File: src/rtl/rle_spi_pkg.sv
// Shared state encodings, opcodes and sizes for the RLE SPI flash responder.
// RLE_SPI_FAST_READ_EN additionally enables acceptance of the 0x0B fast-read opcode.
package rle_spi_pkg;

    typedef logic [2:0] spi_state_t;

    localparam spi_state_t ST_IDLE   = 3'd0;
    localparam spi_state_t ST_CMD    = 3'd1;
    localparam spi_state_t ST_ADDR   = 3'd2;
    localparam spi_state_t ST_DUMMY  = 3'd3;
    localparam spi_state_t ST_DATA   = 3'd4;
    localparam spi_state_t ST_IGNORE = 3'd5;

    localparam logic [7:0] CMD_READ      = 8'h03;
    localparam logic [7:0] CMD_FAST_READ = 8'h0B;

    localparam int SPI_ADDR_BITS = 24;

    function automatic logic opcode_accepted(input logic [7:0] opcode,
                                             input logic [7:0] read_cmd);
        logic ok;
        ok = (opcode == read_cmd);
`ifdef RLE_SPI_FAST_READ_EN
        ok = ok || (opcode == CMD_FAST_READ);
`endif
        return ok;
    endfunction

endpackage

File: src/rtl/rle_spi_responder_sync.sv
// Two-flop synchroniser for one SPI pin with rise/fall pulses of the synchronised level.
// Provides module spi_pin_sync; RESET_VAL selects the level the chain resets to.
module spi_pin_sync #(
    parameter logic RESET_VAL = 1'b0
) (
    input  logic clk,
    input  logic rst_n,
    input  logic pin,
    output logic level,
    output logic rise,
    output logic fall
);

    logic meta_q, meta_d;
    logic sync_q, sync_d;
    logic prev_q, prev_d;

    always_comb begin
        meta_d = pin;
        sync_d = meta_q;
        prev_d = sync_q;
    end

    always_ff @(posedge clk or negedge rst_n) begin
        if (!rst_n) begin
            meta_q <= RESET_VAL;
            sync_q <= RESET_VAL;
            prev_q <= RESET_VAL;
        end else begin
            meta_q <= meta_d;
            sync_q <= sync_d;
            prev_q <= prev_d;
        end
    end

    assign level = sync_q;
    assign rise  = sync_q & ~prev_q;
    assign fall  = ~sync_q & prev_q;

endmodule

File: src/rtl/rle_spi_responder.sv
// SPI flash read responder serving bytes from an on-chip memory to the RLE VGA core.
// Define RLE_SPI_FAST_READ_EN to also accept opcode 0x0B followed by 8 dummy clocks.
module rle_spi_responder
    import rle_spi_pkg::*;
#(
    parameter int         MEM_AW   = 10,
    parameter logic [7:0] READ_CMD = CMD_READ
) (
    input  logic              clk,
    input  logic              rst_n,
    input  logic              spi_cs,
    input  logic              spi_clk,
    input  logic              spi_mosi,
    output logic              spi_miso,
    output logic              mem_rd,
    output logic [MEM_AW-1:0] mem_addr,
    input  logic [7:0]        mem_data,
    output logic              active
);

    localparam logic [4:0] CMD_LAST  = 5'd7;
    localparam logic [4:0] ADDR_LAST = 5'(SPI_ADDR_BITS - 1);
    localparam logic [4:0] BYTE_LAST = 5'd7;

    logic cs_level, cs_rise, cs_fall;
    logic sck_level, sck_rise, sck_fall;
    logic mosi_level, mosi_rise, mosi_fall;
    logic unused_sync;

    // CS resets to "asserted" so a transfer already running at reset release never yields a fall.
    spi_pin_sync #(.RESET_VAL(1'b0)) u_cs_sync (
        .clk   (clk),
        .rst_n (rst_n),
        .pin   (spi_cs),
        .level (cs_level),
        .rise  (cs_rise),
        .fall  (cs_fall)
    );

    spi_pin_sync #(.RESET_VAL(1'b0)) u_sck_sync (
        .clk   (clk),
        .rst_n (rst_n),
        .pin   (spi_clk),
        .level (sck_level),
        .rise  (sck_rise),
        .fall  (sck_fall)
    );

    spi_pin_sync #(.RESET_VAL(1'b0)) u_mosi_sync (
        .clk   (clk),
        .rst_n (rst_n),
        .pin   (spi_mosi),
        .level (mosi_level),
        .rise  (mosi_rise),
        .fall  (mosi_fall)
    );

    assign unused_sync = ^{cs_level, sck_level, mosi_rise, mosi_fall};

    spi_state_t        state_q, state_d;
    logic [4:0]        bit_cnt_q, bit_cnt_d;
    logic [6:0]        cmd_sr_q, cmd_sr_d;
    logic [MEM_AW-1:0] addr_q, addr_d;
    logic [6:0]        tx_sr_q, tx_sr_d;
    logic [7:0]        hold_q, hold_d;
    logic              miso_q, miso_d;
    logic              mem_rd_q, mem_rd_d;
    logic [MEM_AW-1:0] mem_addr_q, mem_addr_d;
    logic              rd_pend_q, rd_pend_d;
`ifdef RLE_SPI_FAST_READ_EN
    logic              fast_q, fast_d;
`endif

    logic [7:0]        opcode;
    logic [MEM_AW-1:0] addr_shift;
    logic [MEM_AW-1:0] addr_next;

    assign opcode     = {cmd_sr_q, mosi_level};
    assign addr_shift = {addr_q[MEM_AW-2:0], mosi_level};
    assign addr_next  = addr_q + MEM_AW'(1);

    // addr_q always names the byte sitting in hold_q; the shift register load consumes it and prefetches the next.
    always_comb begin
        state_d    = state_q;
        bit_cnt_d  = bit_cnt_q;
        cmd_sr_d   = cmd_sr_q;
        addr_d     = addr_q;
        tx_sr_d    = tx_sr_q;
        hold_d     = hold_q;
        miso_d     = miso_q;
        mem_rd_d   = 1'b0;
        mem_addr_d = mem_addr_q;
        rd_pend_d  = mem_rd_q;
`ifdef RLE_SPI_FAST_READ_EN
        fast_d     = fast_q;
`endif

        if (rd_pend_q) begin
            hold_d = mem_data;
        end

        if (cs_rise) begin
            state_d   = ST_IDLE;
            bit_cnt_d = 5'd0;
            miso_d    = 1'b0;
        end else begin
            case (state_q)
                ST_IDLE: begin
                    miso_d = 1'b0;
                    if (cs_fall) begin
                        state_d   = ST_CMD;
                        bit_cnt_d = 5'd0;
                    end
                end
                ST_CMD: begin
                    if (sck_rise) begin
                        cmd_sr_d  = opcode[6:0];
                        bit_cnt_d = bit_cnt_q + 5'd1;
                        if (bit_cnt_q == CMD_LAST) begin
                            bit_cnt_d = 5'd0;
                            if (opcode_accepted(opcode, READ_CMD)) begin
                                state_d = ST_ADDR;
`ifdef RLE_SPI_FAST_READ_EN
                                fast_d  = (opcode != READ_CMD);
`endif
                            end else begin
                                state_d = ST_IGNORE;
                            end
                        end
                    end
                end
                ST_ADDR: begin
                    if (sck_rise) begin
                        addr_d    = addr_shift;
                        bit_cnt_d = bit_cnt_q + 5'd1;
                        if (bit_cnt_q == ADDR_LAST) begin
                            bit_cnt_d  = 5'd0;
                            mem_rd_d   = 1'b1;
                            mem_addr_d = addr_shift;
`ifdef RLE_SPI_FAST_READ_EN
                            state_d    = fast_q ? ST_DUMMY : ST_DATA;
`else
                            state_d    = ST_DATA;
`endif
                        end
                    end
                end
`ifdef RLE_SPI_FAST_READ_EN
                ST_DUMMY: begin
                    miso_d = 1'b0;
                    if (sck_rise) begin
                        bit_cnt_d = bit_cnt_q + 5'd1;
                        if (bit_cnt_q == BYTE_LAST) begin
                            bit_cnt_d = 5'd0;
                            state_d   = ST_DATA;
                        end
                    end
                end
`endif
                ST_DATA: begin
                    if (sck_fall) begin
                        if (bit_cnt_q == 5'd0) begin
                            miso_d     = hold_q[7];
                            tx_sr_d    = hold_q[6:0];
                            addr_d     = addr_next;
                            mem_rd_d   = 1'b1;
                            mem_addr_d = addr_next;
                            bit_cnt_d  = 5'd1;
                        end else begin
                            miso_d    = tx_sr_q[6];
                            tx_sr_d   = {tx_sr_q[5:0], 1'b0};
                            bit_cnt_d = (bit_cnt_q == BYTE_LAST) ? 5'd0 : bit_cnt_q + 5'd1;
                        end
                    end
                end
                ST_IGNORE: begin
                    miso_d = 1'b0;
                end
                default: begin
                    state_d   = ST_IDLE;
                    bit_cnt_d = 5'd0;
                    miso_d    = 1'b0;
                end
            endcase
        end
    end

    always_ff @(posedge clk or negedge rst_n) begin
        if (!rst_n) begin
            state_q    <= ST_IDLE;
            bit_cnt_q  <= 5'd0;
            cmd_sr_q   <= 7'd0;
            addr_q     <= '0;
            tx_sr_q    <= 7'd0;
            hold_q     <= 8'd0;
            miso_q     <= 1'b0;
            mem_rd_q   <= 1'b0;
            mem_addr_q <= '0;
            rd_pend_q  <= 1'b0;
`ifdef RLE_SPI_FAST_READ_EN
            fast_q     <= 1'b0;
`endif
        end else begin
            state_q    <= state_d;
            bit_cnt_q  <= bit_cnt_d;
            cmd_sr_q   <= cmd_sr_d;
            addr_q     <= addr_d;
            tx_sr_q    <= tx_sr_d;
            hold_q     <= hold_d;
            miso_q     <= miso_d;
            mem_rd_q   <= mem_rd_d;
            mem_addr_q <= mem_addr_d;
            rd_pend_q  <= rd_pend_d;
`ifdef RLE_SPI_FAST_READ_EN
            fast_q     <= fast_d;
`endif
        end
    end

    assign spi_miso = miso_q;
    assign mem_rd   = mem_rd_q;
    assign mem_addr = mem_addr_q;
    assign active   = (state_q != ST_IDLE) && (state_q != ST_IGNORE);

endmodule

File: config.mk
export PLATFORM = sky130hd
export DESIGN_NAME = rle_spi_responder
export DESIGN_NICKNAME = d
export VERILOG_FILES = /design/src/rtl/rle_spi_pkg.sv /design/src/rtl/rle_spi_responder_sync.sv /design/src/rtl/rle_spi_responder.sv
export SDC_FILE = /design/constraint.sdc
export NUM_CORES = 1
export LEC_CHECK = 0
export CAP_MARGIN = 20
export CELL_PAD_IN_SITES_DETAIL_PLACEMENT = 1
export CELL_PAD_IN_SITES_GLOBAL_PLACEMENT = 2
export CORE_MARGIN = 1.5
export CORE_UTILIZATION = 26
export CTS_CLUSTER_SIZE = 24
export DETAILED_ROUTE_END_ITERATION = 10
export PLACE_DENSITY_LB_ADDON = 0.1
export SETUP_SLACK_MARGIN = 0.15
export SLEW_MARGIN = 20
export SYNTH_ARGS = -nofsm -noshare
export SYNTH_HDL_FRONTEND = slang
export SYNTH_SLANG_ARGS = --single-unit
export TNS_END_PERCENT = 1
File: constraint.sdc
create_clock -name clk -period 5.1 [get_ports clk]
set_clock_uncertainty 0.1 [all_clocks]
set_input_delay 1.02 -clock clk [delete_from_list [all_inputs] [get_ports clk]]
set_output_delay 1.02 -clock clk [all_outputs]
set_load 0.05 [all_outputs]
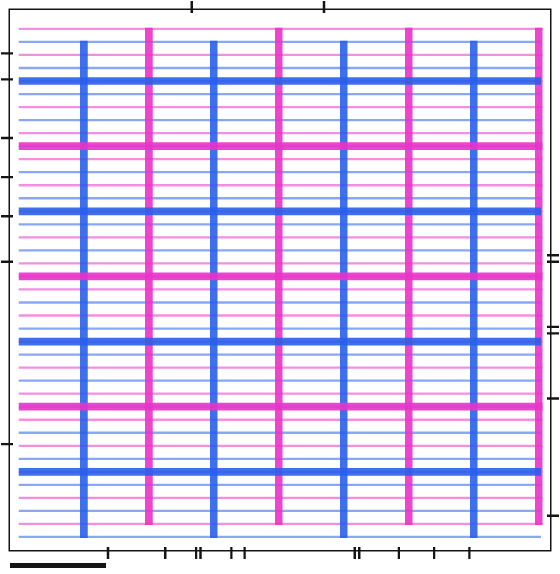
floorplan.png
Bar = 20 µm. Pins as bars on the die edge.
- VSS: blue
- VDD: magenta
- met5 straps: 7
- met1 rails: 40
- met4 straps: 8
worst-case vdd ir drop: 0.000185 V
core region area: 11600 µm²
Die H: 113 µm
width of the die: 113 µm

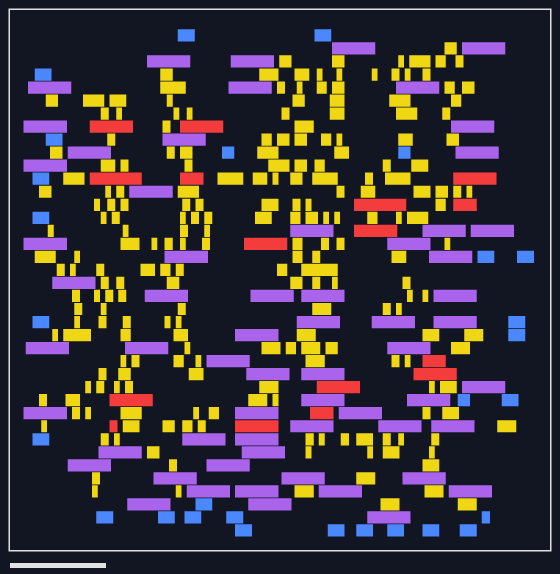
class_map.png
Bar = 20 µm.
- remaining buffers and delay cells: blue (cells 28; share of their area 7.4%)
- remaining logic cells: yellow (cells 223; share of their area 41%)
- clock drivers and dummy loads: red (cells 16; share of their area 9.5%)
- registers: purple (cells 61; share of their area 42%)

==> results_tabular.tex <==
% Synthesis and place-and-route results
\begin{tabular}{lr}
\hline
Metric & Value \\
\hline
\multicolumn{2}{l}{\textbf{Timing}} \\
\quad Number of setup violations in the final report & 0 \\
\quad RSZ-0062 raised after global routing & no \\
\multicolumn{2}{l}{\textbf{Clock network}} \\
\quad Clock edge transition at the registers on the reported setup and hold paths & 0.06 ns \\
\quad Count of hold-fix buffers inserted at cts & 0 \\
\quad Post-CTS setup repair buffer count & 0 \\
\multicolumn{2}{l}{\textbf{Worst setup path}} \\
\quad Cell chain of the critical path & xnor2\_1 -> nand2\_1 -> clkdlybuf4s50\_1 \\
\quad Critical Path Start & state\_q[0] \\
\quad Cell type of the slowest stage on the worst timing path & sky130\_fd\_sc\_hd\_\_clkdlybuf4s50\_1 \\
\quad Termination of the worst setup path & active \\
\quad Top cell family by delay on the critical path & buffers and inverters \\
\quad Largest driver fanout on the critical path & 12 \\
\quad CP peak stage delay & 0.79 ns \\
\quad Kind of start point of the critical path & flop \\
\multicolumn{2}{l}{\textbf{Finish}} \\
\quad Fill cell instance count of the final layout & 1285 \\
\quad Num sequential & 61 \\
\quad Fraction of area in registers & 40.0\% \\
\quad Layout buffering overhead excluding clock cells & 7.01\% \\
\quad Layout inverter count without the clock tree & 8 \\
\multicolumn{2}{l}{\textbf{Detailed routing}} \\
\quad Via count normalized by instance count & 4.95 \\
\quad Top sig layer & met4 \\
\multicolumn{2}{l}{\textbf{Global routing}} \\
\quad Via count of the first global-routing pass & 2543 \\
\quad Met3 demand-to-capacity share in global routing & 4.55\% \\
\multicolumn{2}{l}{\textbf{Synth}} \\
\quad Count of distinct cell types in the synthesized netlist & 58 \\
\quad Synth area leaders & sky130\_fd\_sc\_hd\_\_dfrtp\_1 (49\%), sky130\_fd\_sc\_hd\_\_mux2\_2 (5.8\%), sky130\_fd\_sc\_hd\_\_a21oi\_1 (4.3\%), sky130\_fd\_sc\_hd\_\_nand2\_1 (4.1\%), sky130\_fd\_sc\_hd\_\_o21ai\_0 (3.0\%) \\
\quad Share of synthesized area occupied by flip-flops and latches & 48.7\% \\
\multicolumn{2}{l}{\textbf{Run status}} \\
\quad Status & completed \\
\multicolumn{2}{l}{\textbf{Hold path}} \\
\quad Hold path startpoint & u\_mosi\_sync.meta\_q \\
\quad Worst Hold End & u\_mosi\_sync.level \\
\multicolumn{2}{l}{\textbf{Power and ir drop}} \\
\quad LEAKAGE & 1.61 nW \\
\multicolumn{2}{l}{\textbf{Placement}} \\
\quad Hpwl dp & 5300 µm \\
\hline
\end{tabular}
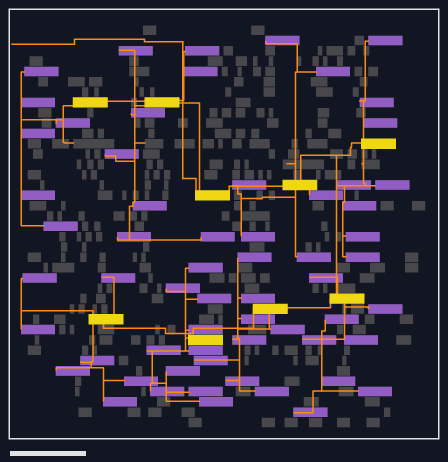
clock_wires.png
Bar = 20 µm.
- flip-flops: purple (count 61)
- clock-net drivers: yellow (count 9)
- clock wires: orange (length 1060 µm)
- routed clock nets: 10
clock latency of the later-clocked register in the worst-skew pair: 0.33 ns
power in the clock group: 0.000698 W
part of the total power dissipated in the clock network: 32.1%

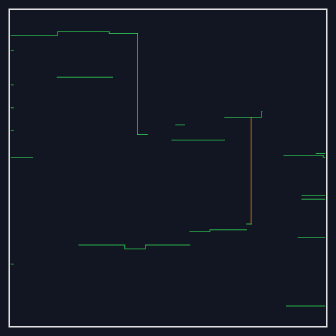
layers.png
Only two layers are drawn.
- M4: orange (wire length 74.1 µm)
- M3: green (wire length 242 µm)
vias after detailed routing: 2330
GRT Util Overall: 13.5%
routed length per instance: 16.2 µm
sum of routed wire length over all layers: 7610 µm

## logic make-up (layout without fill, tap and decap cells)
group | after synthesis | after routing | synth area share [%]
and+or+nand+nor | 100 | 100 | 17.8
AOI/OAI and AO/OA | 85 | 85 | 18.6
DFF | 61 | 61 | 48.7
buffers and inverters | 25 | 52 | 4.35
muxes | 24 | 24 | 8.31
adders and majority gates | 4 | 4 | 1.60
xor gates and xnor gates | 2 | 2 | 0.559
## where the power goes
group          internal, W  switching (W)
clock network     0.000480       0.000218
registers         0.000619       0.000126
logic             0.000303       0.000424
total              0.00140       0.000767
## through the flow
step | util, % | instances
2_1_floorplan | - | 301
3_3_place_gp | 30.0 | 455
3_5_place_dp | 30.0 | 455
4_1_cts | 33.0 | 471
5_1_grt | 33.0 | 471
6_report | 33.0 | 471
Power is estimated from default activity; no workload was simulated.
